Figure 1. Placement view.
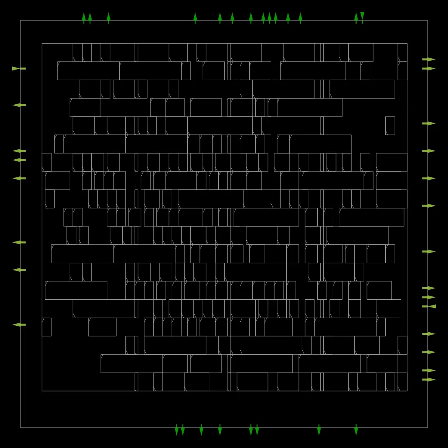
Figure 2. Placement density heat map.
Drawn at 6 px/um. The die is cut into 6 by 6 equal tiles; dark blue is low, red is high, 0 to 100% covered.
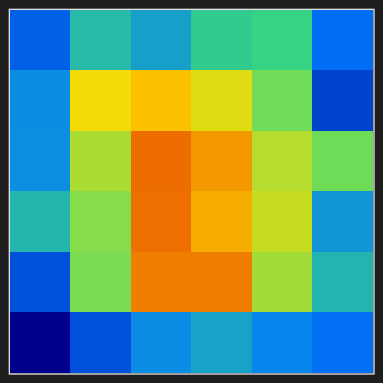
[src/rtl/vga_timing_pkg.sv]
// ============================================================================
// Module : vga_timing_pkg
// Brief  : Default 640x480@60 raster constants and the coordinate type.
// Rev    : 1.0  initial release
// ============================================================================
`default_nettype none

package vga_timing_pkg;

    localparam int COORD_W = 10;

    typedef logic [COORD_W-1:0] coord_t;

    localparam int DEF_H_VIS  = 640;
    localparam int DEF_H_FP   = 16;
    localparam int DEF_H_SYNC = 96;
    localparam int DEF_H_BP   = 48;
    localparam int DEF_V_VIS  = 480;
    localparam int DEF_V_FP   = 10;
    localparam int DEF_V_SYNC = 2;
    localparam int DEF_V_BP   = 33;

    localparam int DEF_H_TOTAL = DEF_H_VIS + DEF_H_FP + DEF_H_SYNC + DEF_H_BP;
    localparam int DEF_V_TOTAL = DEF_V_VIS + DEF_V_FP + DEF_V_SYNC + DEF_V_BP;

    localparam int DEF_BLANK_DELAY = 1;
    localparam int DEF_SYNC_DELAY  = 2;

endpackage : vga_timing_pkg

`default_nettype wire

[src/rtl/vga_delay_line.sv]
// ============================================================================
// Module : vga_delay_line
// Brief  : Enable-qualified 1-bit shift delay of DEPTH (0..4) clocks.
// Rev    : 1.0  initial release
// ============================================================================
`default_nettype none

module vga_delay_line #(
    parameter int   DEPTH     = 1,
    parameter logic RESET_VAL = 1'b0
) (
    input  logic clk,
    input  logic rst_n,
    input  logic en,
    input  logic d,
    output logic q
);

    generate
        if (DEPTH == 0) begin : g_pass
            assign q = d;
        end else begin : g_shift
            logic [DEPTH-1:0] stages;

            always_ff @(posedge clk or negedge rst_n) begin
                if (!rst_n) begin
                    stages <= {DEPTH{RESET_VAL}};
                end else if (en) begin
                    stages[0] <= d;
                    for (int i = 1; i < DEPTH; i++) begin
                        stages[i] <= stages[i-1];
                    end
                end
            end

            assign q = stages[DEPTH-1];
        end
    endgenerate

endmodule : vga_delay_line

`default_nettype wire

[src/rtl/vga_timing_gen.sv]
// ============================================================================
// Module : vga_timing_gen
// Brief  : 640x480 raster counters with pipeline-aligned blank/hs/vs.
//          Optional frame counter enabled by defining VGA_FRAME_CNT_EN.
// Rev    : 1.0  initial release
// ============================================================================
`default_nettype none

module vga_timing_gen
    import vga_timing_pkg::*;
#(
    parameter int H_VIS       = DEF_H_VIS,
    parameter int H_FP        = DEF_H_FP,
    parameter int H_SYNC      = DEF_H_SYNC,
    parameter int H_BP        = DEF_H_BP,
    parameter int V_VIS       = DEF_V_VIS,
    parameter int V_FP        = DEF_V_FP,
    parameter int V_SYNC      = DEF_V_SYNC,
    parameter int V_BP        = DEF_V_BP,
    parameter int BLANK_DELAY = DEF_BLANK_DELAY,
    parameter int SYNC_DELAY  = DEF_SYNC_DELAY
) (
    input  logic        vga_clk,
    input  logic        reset_n,
    input  logic        clk_en,
    output logic [9:0]  DrawX,
    output logic [9:0]  DrawY,
    output logic        blank,
    output logic        hs,
    output logic        vs,
    output logic        line_start,
    output logic        frame_start,
    output logic [15:0] frame_count
);

    localparam int H_TOTAL = H_VIS + H_FP + H_SYNC + H_BP;
    localparam int V_TOTAL = V_VIS + V_FP + V_SYNC + V_BP;

    localparam coord_t H_LAST     = coord_t'(H_TOTAL - 1);
    localparam coord_t V_LAST     = coord_t'(V_TOTAL - 1);
    localparam coord_t H_VIS_C    = coord_t'(H_VIS);
    localparam coord_t V_VIS_C    = coord_t'(V_VIS);
    localparam coord_t HS_START   = coord_t'(H_VIS + H_FP);
    localparam coord_t HS_END     = coord_t'(H_VIS + H_FP + H_SYNC);
    localparam coord_t VS_START   = coord_t'(V_VIS + V_FP);
    localparam coord_t VS_END     = coord_t'(V_VIS + V_FP + V_SYNC);

    coord_t x_cnt;
    coord_t y_cnt;
    logic   x_last;
    logic   y_last;
    logic   blank_raw;
    logic   hs_raw;
    logic   vs_raw;

    assign x_last = (x_cnt == H_LAST);
    assign y_last = (y_cnt == V_LAST);

    always_ff @(posedge vga_clk or negedge reset_n) begin
        if (!reset_n) begin
            x_cnt <= '0;
            y_cnt <= '0;
        end else if (clk_en) begin
            if (x_last) begin
                x_cnt <= '0;
                y_cnt <= y_last ? '0 : y_cnt + coord_t'(1);
            end else begin
                x_cnt <= x_cnt + coord_t'(1);
            end
        end
    end

    // Raw decode describes the pixel the counters point at right now; the
    // delay lines shift it to match the renderers' ROM + output register.
    assign blank_raw = (x_cnt < H_VIS_C) && (y_cnt < V_VIS_C);
    assign hs_raw    = !((x_cnt >= HS_START) && (x_cnt < HS_END));
    assign vs_raw    = !((y_cnt >= VS_START) && (y_cnt < VS_END));

    vga_delay_line #(
        .DEPTH     (BLANK_DELAY),
        .RESET_VAL (1'b0)
    ) u_blank_dly (
        .clk   (vga_clk),
        .rst_n (reset_n),
        .en    (clk_en),
        .d     (blank_raw),
        .q     (blank)
    );

    vga_delay_line #(
        .DEPTH     (SYNC_DELAY),
        .RESET_VAL (1'b1)
    ) u_hs_dly (
        .clk   (vga_clk),
        .rst_n (reset_n),
        .en    (clk_en),
        .d     (hs_raw),
        .q     (hs)
    );

    vga_delay_line #(
        .DEPTH     (SYNC_DELAY),
        .RESET_VAL (1'b1)
    ) u_vs_dly (
        .clk   (vga_clk),
        .rst_n (reset_n),
        .en    (clk_en),
        .d     (vs_raw),
        .q     (vs)
    );

    assign DrawX       = x_cnt;
    assign DrawY       = y_cnt;
    assign line_start  = (x_cnt == '0);
    assign frame_start = line_start && (y_cnt == '0);

`ifdef VGA_FRAME_CNT_EN
    logic [15:0] frame_cnt;

    always_ff @(posedge vga_clk or negedge reset_n) begin
        if (!reset_n) begin
            frame_cnt <= '0;
        end else if (clk_en && x_last && y_last) begin
            frame_cnt <= frame_cnt + 16'd1;
        end
    end

    assign frame_count = frame_cnt;
`else
    assign frame_count = '0;
`endif

endmodule : vga_timing_gen

`default_nettype wire

[config.mk]
export PLATFORM = sky130hd
export DESIGN_NAME = vga_timing_gen
export DESIGN_NICKNAME = d
export VERILOG_FILES = /design/src/rtl/vga_timing_pkg.sv /design/src/rtl/vga_delay_line.sv /design/src/rtl/vga_timing_gen.sv
export SDC_FILE = /design/constraint.sdc
export NUM_CORES = 1
export LEC_CHECK = 0
export ABC_AREA = 1
export CAP_MARGIN = 20
export CORE_MARGIN = 3
export CORE_UTILIZATION = 53
export CTS_BUF_LIST = sky130_fd_sc_hd__clkbuf_2
export DETAILED_ROUTE_END_ITERATION = 12
export PLACE_DENSITY = 0.86
export RECOVER_POWER = 100
export REMOVE_ABC_BUFFERS = 1
export SYNTH_ARGS = -nofsm -noshare
export SYNTH_HDL_FRONTEND = slang
export SYNTH_SLANG_ARGS = --single-unit
[constraint.sdc]
create_clock -name vga_clk -period 2.01 [get_ports vga_clk]
set_input_delay 0.402 -clock vga_clk [delete_from_list [all_inputs] [get_ports vga_clk]]
set_output_delay 0.402 -clock vga_clk [all_outputs]
set_load 0.03 [all_outputs]
==> ci_impl_report.md <==
## PnR job results

| Metric | Value |
|---|---|
| Status | finished, violations left |
| Failing checks | setup timing |
| Layout cell share with drive strength beyond 1 | 0.133 |
| Final period util | 1.01 |
| Final Hold Vio Count | 0 |
| Final ANT Viol Nets | 0 |
| Pin count of the biggest net entering global routing | 26 |
| Log Warnings | 29 |
| Fin nets | 249 |
| GPL Wtd Cong | 0.919 |
| Clk_lat worst skew | 0.35 ns |
| Switching part of the total power | 0.464 |
| CTS root buffer | clkbuf_2 |
| Largest area contributor in the netlist | dfrtp_1 |
| Rows | 19 |
| Unrepaired setup endpoints after global routing | yes |
| Area post-placement | 0.00182 mm2 |
| Worst-path fanout max | 2 |
| Initial antenna violation count | 0 |
| Setup TNS | -0.0152 ns |
| CP Class | flip-flop to primary output |
| First DRT Iteration DRCs | roughly 50 |
| Clk pin slew, worst setup/hold paths | 0.22 ns |
| Setup crit start kind | flip-flop |
| Synthesis Warnings | 0 |
| Top cell excl fill/tap | nand2_1 |
| Lkg Pwr | about 1 nW |
| Max-cap viol count | 0 |
| Post-detail-place hpwl | 2390 um |
| DRC | 0 |
| Critical-path cell list | inv_1 -> ha_4 -> nand2_2 -> nor2_2 -> nand4_1 -> nor3_2 -> buf_4 |
| Post-synth EDFFs | 0 |
| Tightest Hold Check Type | flip-flop to flip-flop |
| Area leader share | 0.333 |
| Seq pwr share | 0.416 |
| Largest cells by area after synthesis | dfrtp_1, nand2_1, buf_4, dfstp_2, nor2_1 |
| Vias/cell | 5.13 |
| Clock Sinks | 25 |
| Yosys Instances | 209 |
| Worst Tran Pin Value | around 1.4 ns |
| Synth flops | 25 |
| Tmin final | 2.03 ns |
| Combinational power share | 0.470 |
| P&R area growth vs syn | 17.0% |
| Design area | 0.00184 mm2 |
| Synthesized instance count | 209 |
| Maximum VDD drop | 0.564 mV |
| Clock Path Buffers | 2 |
| Die Height | 60.5 um |
| Dominant register cell | dfrtp_1 |
| Clk pwr share | 0.114 |
| H-tree depth | 1 |
| Crit path buffers/inverters | 2 |
| Worst Setup End Kind | primary output |
| Cell family with most CP delay | flip-flops |
| Vias in the first global route | 1210 |
| Via Count | between 1000 and 1500 |
| F_max | 494 MHz |
| Die W | 60.5 um |
| Final Skew | 0.00527 ns |
| Psw | 0.822 mW |
| Unique cell types | 28 |
| I/O pin count | 44 |
| Setup ws final | -0.0152 ns |
| P_int | 0.950 mW |
| # setup viols final | 1 |
Back to the opening pictures, Figure 1:
Flop Count: 25
fillers: 264

Back to the opening pictures, Figure 2:
fullest tile: 88%
nearly empty tiles: 2.8%
emptiest ninth of the die: south-west
tiles over 75% full: 19%
mean over tiles: 49%
core outline area: 0.00281 mm2
fin util: 0.657
starting density of the core: 0.562

-- metal layers --
layer,share of wire,GRT usage,vias to the layer above
met3,0.065,0.0426,2
met1,0.44,0.268,642
met4,0.0062,0.0557,0
met2,0.49,0.309,56
li1,-,-,696
met5,0,0,-
-- synth_stat cells (all sizes together), types with 2 or more instances --
master	instances
nand4	7
nor2	34
xor2	3
nand2	45
a31oi	2
ha	4
dfstp	4
buf	18
nor3	5
o21ai	12
inv	29
nand3b	2
dfrtp	21
nand3	17
-- sequential cells by signal, summed over array words and instances, names as in the netlist --
name,count
DrawX,10
DrawY,10
u_hs_dly.g_shift.stages,2
u_vs_dly.g_shift.stages,2
u_blank_dly.q,1
-- layout make-up --
| class | count | area [um2] |
|---|---|---|
| Tap cell | 31 | 38.8 |
| Clock buffer | 4 | 20.0 |
| Fill cell | 264 | 961 |
| Timing Repair Buffer | 32 | 279 |
| Multi-Input combinational cell | 151 | 761 |
| Sequential cell | 25 | 634 |
| Inverter | 29 | 111 |
-- stage by stage --
stage	cells	util	hold slack, ns	setup WS (ns)
2_1_floorplan	205	-	0.106	-0.0391
6_report	272	0.657	0.476	-0.0152
3_3_place_gp	265	0.647	0.453	0.300
5_1_grt	272	0.657	0.503	-0.140
3_5_place_dp	265	0.647	0.453	0.277
4_1_cts	271	0.661	0.377	-0.0326
-- final timing paths --
path	slack (ns)	endpoint	depth (start not counted)	start
worst min-delay path	0.48	u_hs_dly.g_shift.stages[1]	2	u_hs_dly.g_shift.stages[1]
max in group asynchronous	0.29	DrawY[2]	2	reset_n
worst max register to register	0.25	DrawY[1]	8	DrawX[0]
worst min register to register	0.48	u_hs_dly.g_shift.stages[1]	2	u_hs_dly.g_shift.stages[1]
min in group asynchronous	0.85	DrawY[3]	2	reset_n
worst max-delay path	-0.02	frame_start	7	DrawX[1]
-- cells by family (layout without fill, tap and decap cells) --
group / count (synthesis) / after routing / synth area share
flip-flops: 25 / 25 / 0.400
AND/OR/NAND/NOR: 111 / 111 / 0.328
XOR/XNOR: 4 / 4 / 0.0222
adder cells (fa/ha/maj): 4 / 4 / 0.0317
AND-OR/OR-AND: 16 / 16 / 0.0587
other: 1 / 16 / 0.00238
buffers and inverters: 48 / 65 / 0.157
-- timing repair --
action	4_1_cts	5_1_grt
setup endpoints to repair	3	15
endpoints found under the hold margin	0	0
gates resized	5	22
setup buffers	2	1
-- power groups by stage --
stage	logic (mW)	registers (mW)	clock network (mW)
after floorplan	0.333	0.934	0
after global placement	0.813	0.746	0
after detailed placement	0.825	0.749	0
after CTS	0.852	0.734	0.208
after global routing	0.916	0.755	0.230
final	0.833	0.738	0.202
-- worst register-to-register path, stage by stage, from the launching register on --
cell and delay [ns]:
dfrtp_1 0.42, buf_4 0.13, ha_1 0.18, nand2_1 0.07
nor2_1 0.19, nand4_1 0.31, inv_1 0.25, nand3_1 0.08
o21ai_0 0.08
Power is estimated from default activity; no workload was simulated.
